<file path="src/rtl/mem_arbiter_pkg.sv">
// ---------------------------------------------------------------------------
// mem_arbiter_pkg
//   Shared constants for the pipeline control path: ALU op encodings, the
//   memory arbiter FSM state encodings and the owner encoding.
//   No ports (package).
// ---------------------------------------------------------------------------
package mem_arbiter_pkg;

    // ALU operation encodings used by the execute stage.
    typedef enum logic [2:0] {
        ALU_ADD = 3'd0,
        ALU_SUB = 3'd1,
        ALU_AND = 3'd2,
        ALU_OR  = 3'd3,
        ALU_XOR = 3'd4,
        ALU_SLT = 3'd5
    } alu_op_t;

    // Default bus geometry: word address is byte address [31:2].
    localparam int ADDR_W_DEF = 30;
    localparam int DATA_W_DEF = 32;

    // Memory arbiter FSM state encodings.
    localparam logic [1:0] ST_IDLE   = 2'd0;
    localparam logic [1:0] ST_ACCESS = 2'd1;
    localparam logic [1:0] ST_DONE   = 2'd2;

    // Transaction owner encoding.
    localparam logic OWN_I = 1'b0;
    localparam logic OWN_D = 1'b1;

endpackage

</file>
<file path="src/rtl/mem_arbiter_if.sv">
// ---------------------------------------------------------------------------
// mem_arbiter_if
//   Bundles the fetch port, the load/store port and the RAM port of the
//   memory arbiter.
//   Modports:
//     slave  - the arbiter: takes i_*/d_* requests and ram_q, drives acks,
//              read data, the RAM address/data/write-enable and busy.
//     master - the surroundings (pipeline requesters and RAM).
// ---------------------------------------------------------------------------
interface mem_arbiter_if #(
    parameter int ADDR_W = 30,
    parameter int DATA_W = 32
) ();
    // fetch port
    logic              i_req;
    logic [ADDR_W-1:0] i_addr;
    logic              i_ack;
    logic [DATA_W-1:0] i_rdata;
    // load/store port
    logic              d_req;
    logic              d_we;
    logic [ADDR_W-1:0] d_addr;
    logic [DATA_W-1:0] d_wdata;
    logic              d_ack;
    logic [DATA_W-1:0] d_rdata;
    // RAM port
    logic [ADDR_W-1:0] ram_addr;
    logic [DATA_W-1:0] ram_wdata;
    logic              ram_wren;
    logic [DATA_W-1:0] ram_q;
    // status
    logic              busy;

    modport slave (
        input  i_req, i_addr, d_req, d_we, d_addr, d_wdata, ram_q,
        output i_ack, i_rdata, d_ack, d_rdata, ram_addr, ram_wdata, ram_wren, busy
    );

    modport master (
        output i_req, i_addr, d_req, d_we, d_addr, d_wdata, ram_q,
        input  i_ack, i_rdata, d_ack, d_rdata, ram_addr, ram_wdata, ram_wren, busy
    );
endinterface

</file>
<file path="src/rtl/mem_arbiter_pick.sv">
// ---------------------------------------------------------------------------
// mem_arb_pick
//   Combinational winner select for the memory arbiter.
//   Ports:
//     i_req     in   fetch request
//     d_req     in   data request
//     prio_d    in   1 = D wins a conflict, 0 = I wins a conflict
//     grant_any out  at least one request present
//     winner    out  OWN_D / OWN_I
// ---------------------------------------------------------------------------
module mem_arb_pick
    import mem_arbiter_pkg::*;
(
    input  logic i_req,
    input  logic d_req,
    input  logic prio_d,
    output logic grant_any,
    output logic winner
);

    assign grant_any = i_req | d_req;

    // A lone requester always wins; the priority bit only breaks ties.
    assign winner = (d_req && (!i_req || prio_d)) ? OWN_D : OWN_I;

endmodule

</file>
<file path="src/rtl/mem_arbiter.sv">
// ---------------------------------------------------------------------------
// mem_arbiter
//   Shares one single-port synchronous RAM between the fetch requester
//   (read-only) and the load/store requester. Each access runs
//   IDLE -> ACCESS -> DONE, so a request seen in cycle N is acked in N+2.
//   Ports:
//     clk      in   system clock
//     reset_n  in   asynchronous active-low reset
//     bus      mem_arbiter_if.slave: i_* fetch port, d_* load/store port,
//              ram_* RAM port, busy
//   Configuration:
//     MEM_ARB_RR_EN  defined   : round-robin between I and D on conflict
//                    undefined : fixed D-over-I priority
// ---------------------------------------------------------------------------
module mem_arbiter
    import mem_arbiter_pkg::*;
#(
    parameter int ADDR_W = ADDR_W_DEF,
    parameter int DATA_W = DATA_W_DEF
) (
    input  logic         clk,
    input  logic         reset_n,
    mem_arbiter_if.slave bus
);

    logic [1:0]        state_reg;
    logic              owner_reg;
    logic              store_reg;
    logic [ADDR_W-1:0] ram_addr_reg;
    logic [DATA_W-1:0] ram_wdata_reg;
    logic              ram_wren_reg;
    logic              i_ack_reg;
    logic              d_ack_reg;
    logic [DATA_W-1:0] i_rdata_reg;
    logic [DATA_W-1:0] d_rdata_reg;

    logic              prio_d;
    logic              grant_any;
    logic              winner;

    mem_arb_pick u_pick (
        .i_req     (bus.i_req),
        .d_req     (bus.d_req),
        .prio_d    (prio_d),
        .grant_any (grant_any),
        .winner    (winner)
    );

`ifdef MEM_ARB_RR_EN
    // Points at the port that was not served last; starts out favouring D.
    logic prio_reg;

    always_ff @(posedge clk or negedge reset_n) begin
        if (!reset_n) begin
            prio_reg <= 1'b1;
        end else if (state_reg == ST_IDLE && grant_any) begin
            prio_reg <= (winner == OWN_I);
        end
    end

    assign prio_d = prio_reg;
`else
    // Fixed priority: the pipeline stalls fetch during a memory stage, so
    // letting D starve I is intended.
    assign prio_d = 1'b1;
`endif

    always_ff @(posedge clk or negedge reset_n) begin
        if (!reset_n) begin
            state_reg     <= ST_IDLE;
            owner_reg     <= OWN_I;
            store_reg     <= 1'b0;
            ram_addr_reg  <= '0;
            ram_wdata_reg <= '0;
            ram_wren_reg  <= 1'b0;
            i_ack_reg     <= 1'b0;
            d_ack_reg     <= 1'b0;
            i_rdata_reg   <= '0;
            d_rdata_reg   <= '0;
        end else begin
            i_ack_reg <= 1'b0;
            d_ack_reg <= 1'b0;
            case (state_reg)
                ST_IDLE: begin
                    if (grant_any) begin
                        state_reg     <= ST_ACCESS;
                        owner_reg     <= winner;
                        store_reg     <= (winner == OWN_D) && bus.d_we;
                        ram_addr_reg  <= (winner == OWN_D) ? bus.d_addr : bus.i_addr;
                        ram_wdata_reg <= (winner == OWN_D) ? bus.d_wdata : '0;
                        ram_wren_reg  <= (winner == OWN_D) && bus.d_we;
                    end
                end
                ST_ACCESS: begin
                    // The RAM samples address/wren on the edge that ends this cycle.
                    state_reg    <= ST_DONE;
                    ram_wren_reg <= 1'b0;
                    if (owner_reg == OWN_D) begin
                        d_ack_reg <= 1'b1;
                    end else begin
                        i_ack_reg <= 1'b1;
                    end
                end
                ST_DONE: begin
                    state_reg <= ST_IDLE;
                    if (owner_reg == OWN_I) begin
                        i_rdata_reg <= bus.ram_q;
                    end else if (!store_reg) begin
                        d_rdata_reg <= bus.ram_q;
                    end
                end
                default: begin
                    state_reg <= ST_IDLE;
                end
            endcase
        end
    end

    // ram_q first becomes valid in DONE, the same cycle as the ack, so the
    // word is forwarded during the ack and held in the register afterwards.
    assign bus.i_rdata   = i_ack_reg ? bus.ram_q : i_rdata_reg;
    assign bus.d_rdata   = (d_ack_reg && !store_reg) ? bus.ram_q : d_rdata_reg;
    assign bus.i_ack     = i_ack_reg;
    assign bus.d_ack     = d_ack_reg;
    assign bus.ram_addr  = ram_addr_reg;
    assign bus.ram_wdata = ram_wdata_reg;
    assign bus.ram_wren  = ram_wren_reg;
    assign bus.busy      = (state_reg != ST_IDLE);

endmodule

</file>
<file path="src/flat_wrapper.sv">
// flat-port wrapper written by rule: the top's interface ports become plain ports
module mem_arbiter_flat import mem_arbiter_pkg::*;
#(
    parameter int ADDR_W = ADDR_W_DEF,
    parameter int DATA_W = DATA_W_DEF
)
  (clk, reset_n, bus_i_req, bus_i_addr, bus_d_req, bus_d_we, bus_d_addr, bus_d_wdata, bus_ram_q, bus_i_ack, bus_i_rdata, bus_d_ack, bus_d_rdata, bus_ram_addr, bus_ram_wdata, bus_ram_wren, bus_busy);
  mem_arbiter_if #(.ADDR_W(ADDR_W), .DATA_W(DATA_W)) bus_i ();
  input  logic clk;
  input  logic reset_n;
  input wire logic [$bits(bus_i.i_req)-1:0] bus_i_req;
  input wire logic [$bits(bus_i.i_addr)-1:0] bus_i_addr;
  input wire logic [$bits(bus_i.d_req)-1:0] bus_d_req;
  input wire logic [$bits(bus_i.d_we)-1:0] bus_d_we;
  input wire logic [$bits(bus_i.d_addr)-1:0] bus_d_addr;
  input wire logic [$bits(bus_i.d_wdata)-1:0] bus_d_wdata;
  input wire logic [$bits(bus_i.ram_q)-1:0] bus_ram_q;
  output wire logic [$bits(bus_i.i_ack)-1:0] bus_i_ack;
  output wire logic [$bits(bus_i.i_rdata)-1:0] bus_i_rdata;
  output wire logic [$bits(bus_i.d_ack)-1:0] bus_d_ack;
  output wire logic [$bits(bus_i.d_rdata)-1:0] bus_d_rdata;
  output wire logic [$bits(bus_i.ram_addr)-1:0] bus_ram_addr;
  output wire logic [$bits(bus_i.ram_wdata)-1:0] bus_ram_wdata;
  output wire logic [$bits(bus_i.ram_wren)-1:0] bus_ram_wren;
  output wire logic [$bits(bus_i.busy)-1:0] bus_busy;
  assign bus_i.i_req = bus_i_req;
  assign bus_i.i_addr = bus_i_addr;
  assign bus_i.d_req = bus_d_req;
  assign bus_i.d_we = bus_d_we;
  assign bus_i.d_addr = bus_d_addr;
  assign bus_i.d_wdata = bus_d_wdata;
  assign bus_i.ram_q = bus_ram_q;
  assign bus_i_ack = bus_i.i_ack;
  assign bus_i_rdata = bus_i.i_rdata;
  assign bus_d_ack = bus_i.d_ack;
  assign bus_d_rdata = bus_i.d_rdata;
  assign bus_ram_addr = bus_i.ram_addr;
  assign bus_ram_wdata = bus_i.ram_wdata;
  assign bus_ram_wren = bus_i.ram_wren;
  assign bus_busy = bus_i.busy;
  mem_arbiter #(.ADDR_W(ADDR_W), .DATA_W(DATA_W)) u_core (.clk(clk), .reset_n(reset_n), .bus(bus_i));
endmodule
</file>
<file path="config.mk">
export PLATFORM = sky130hd
export DESIGN_NAME = mem_arbiter_flat
export DESIGN_NICKNAME = d
export VERILOG_FILES = /design/src/rtl/mem_arbiter_pkg.sv /design/src/rtl/mem_arbiter_if.sv /design/src/rtl/mem_arbiter_pick.sv /design/src/rtl/mem_arbiter.sv /design/src/flat_wrapper.sv
export SDC_FILE = /design/constraint.sdc
export NUM_CORES = 1
export LEC_CHECK = 0
export CORE_ASPECT_RATIO = 0.7
export CORE_MARGIN = 2
export CORE_UTILIZATION = 43
export CTS_CLUSTER_SIZE = 16
export DETAILED_ROUTE_END_ITERATION = 8
export GPL_ROUTABILITY_DRIVEN = 0
export GPL_TIMING_DRIVEN = 0
export PLACE_DENSITY = 0.83
export SLEW_MARGIN = 20
export SYNTH_ARGS = -nofsm -noshare
export SYNTH_HDL_FRONTEND = slang
export SYNTH_SLANG_ARGS = --single-unit
</file>
<file path="constraint.sdc">
create_clock -name clk -period 1.65 [get_ports clk]
set_input_delay 0.2475 -clock clk [delete_from_list [all_inputs] [get_ports clk]]
set_output_delay 0.2475 -clock clk [all_outputs]
set_load 0.05 [all_outputs]
</file>
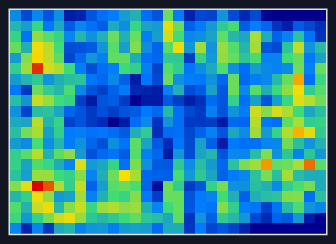
Figure 1: routed metal per tile.
The die is cut into 29 by 21 equal tiles; dark blue is low, red is high, scaled to the fullest tile. Values are wire area over tile area, all layers added.
The densest ninth of the die: lower left. 24% of the tiles are over half the peak. The fullest tile reaches 0.51. The mean over all tiles is 0.18. The emptiest ninth of the die: center.

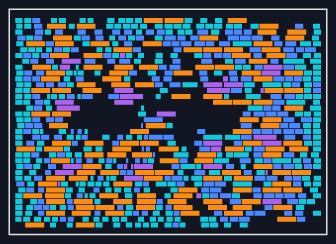
Figure 2: cell classes on the final placement.
Blue shows combinational and other logic, cells 235, share of their area 28%. Cyan shows remaining buffers and delay cells, cells 300, share of their area 32%. Orange shows sequential cells, cells 133, share of their area 34%. Purple shows clock drivers and dummy loads, cells 31, share of their area 6.3%.
Final Util: 0.721
core footprint: 0.0140 sq mm
fin area: 0.0101 sq mm
Row Count: 36
Seq area share: 0.331

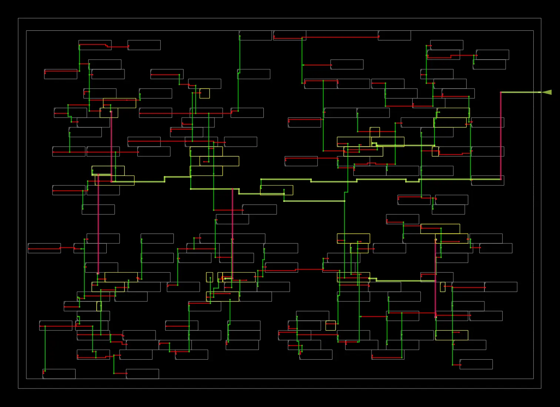
Figure 3: clock routing.
Clock Sink Count: 133
skew final: 0.00413 ns
TritonCTS Buffers: 17
Flop Count: 133

==> impl_metrics.py <==
# Flow results
metrics = {
    "synth": {
        "synth_cell_types": 20,
        "yosysWarnings": 0,
    },
    "global_route": {
        "grt_pass1_vias": 4844,
        "track_usage": 0.220,
    },
    "route": {
        "drt_first_pass_iters": 4,
        "drc": 0,
        "wl_met1_um": 6870,
        "drtIter0Drc": 140,
    },
    "flow_run": {
        "max-cap-violations": 0,
    },
    "final_layout": {
        "logic_area_sq_mm": 0.00273,
        "buf_share": 0.312,
        "seq_area_sq_mm": 0.00333,
        "comb_cells": 232,
    },
    "critical_path": {
        "path_delay_family": "multiplexers",
        "worstSetupPathType": "reg -> out",
        "reg2reg_depth": 6,
        "critPathMaxFanout": 10,
        "worstSetupStartpoint": "u_core.store_reg$_DFFE_PN0P_",
        "cp.depth": 4,
        "reg2reg_slack_ns": -0.07,
    },
    "timing": {
        "worst_slew_pin_slew_ns": 0.569,
        "fin_setup_tns_ns": -14.42,
        "setup_viol": 96,
        "timing.final.ws_setup_ns": -0.265,
    },
    "clock_network": {
        "cts_root_buffer": "clkbuf_16",
        "hold_buffers": 1,
        "cts_max_path_buffers": 2,
        "h-tree-depth": 4,
    },
    "run_status": {
        "violations": "setup timing",
        "outcome": "complete, but fails checks",
    },
    "floorplan": {
        "taps": 190,
        "io_pins": 259,
    },
}
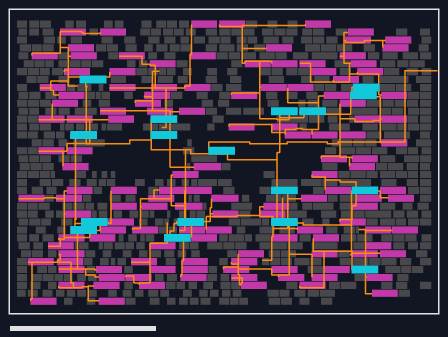
Figure 4: clock distribution.
Scale bar: 50 um.
Magenta shows flip-flops, count 133. Cyan shows clock drivers, count 17. Orange shows clock wires, length 1,710 um.
Position of the flops: all over the die.

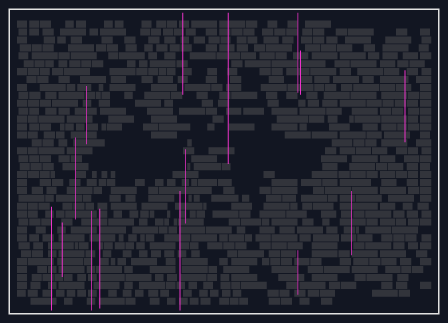
Figure 5: signal wires on met4.
The longest straight run is 51.7 um. 12 nets have wire on it. The layer carries 418 um of wire. The wires run mostly vertical.
total number of vias: 4,459
drt total wl: 17,100 um

==> synthesized netlist by cell type, drive strengths merged <==
cell,number,area [sq um]
a22o,33,289
a21o,1,7.51
and2,2,12.5
nor2,2,10.0
dfrtp,133,3330
clkbuf,2,7.51
nand2b,2,12.5
nor4bb,1,10.0
mux2,188,2240
a32o,1,10.0
inv,3,11.3
nor3b,1,12.5
o21ai,1,5.00
buf,27,199
==> cells by family (layout without fill, tap and decap cells) <==
group,after synthesis,count (layout),synth area share
AOI/OAI and AO/OA,36,36,0.0506
buffers and inverters,32,334,0.0353
DFF,133,133,0.540
muxes,188,188,0.364
and+or+nand+nor,8,8,0.00934
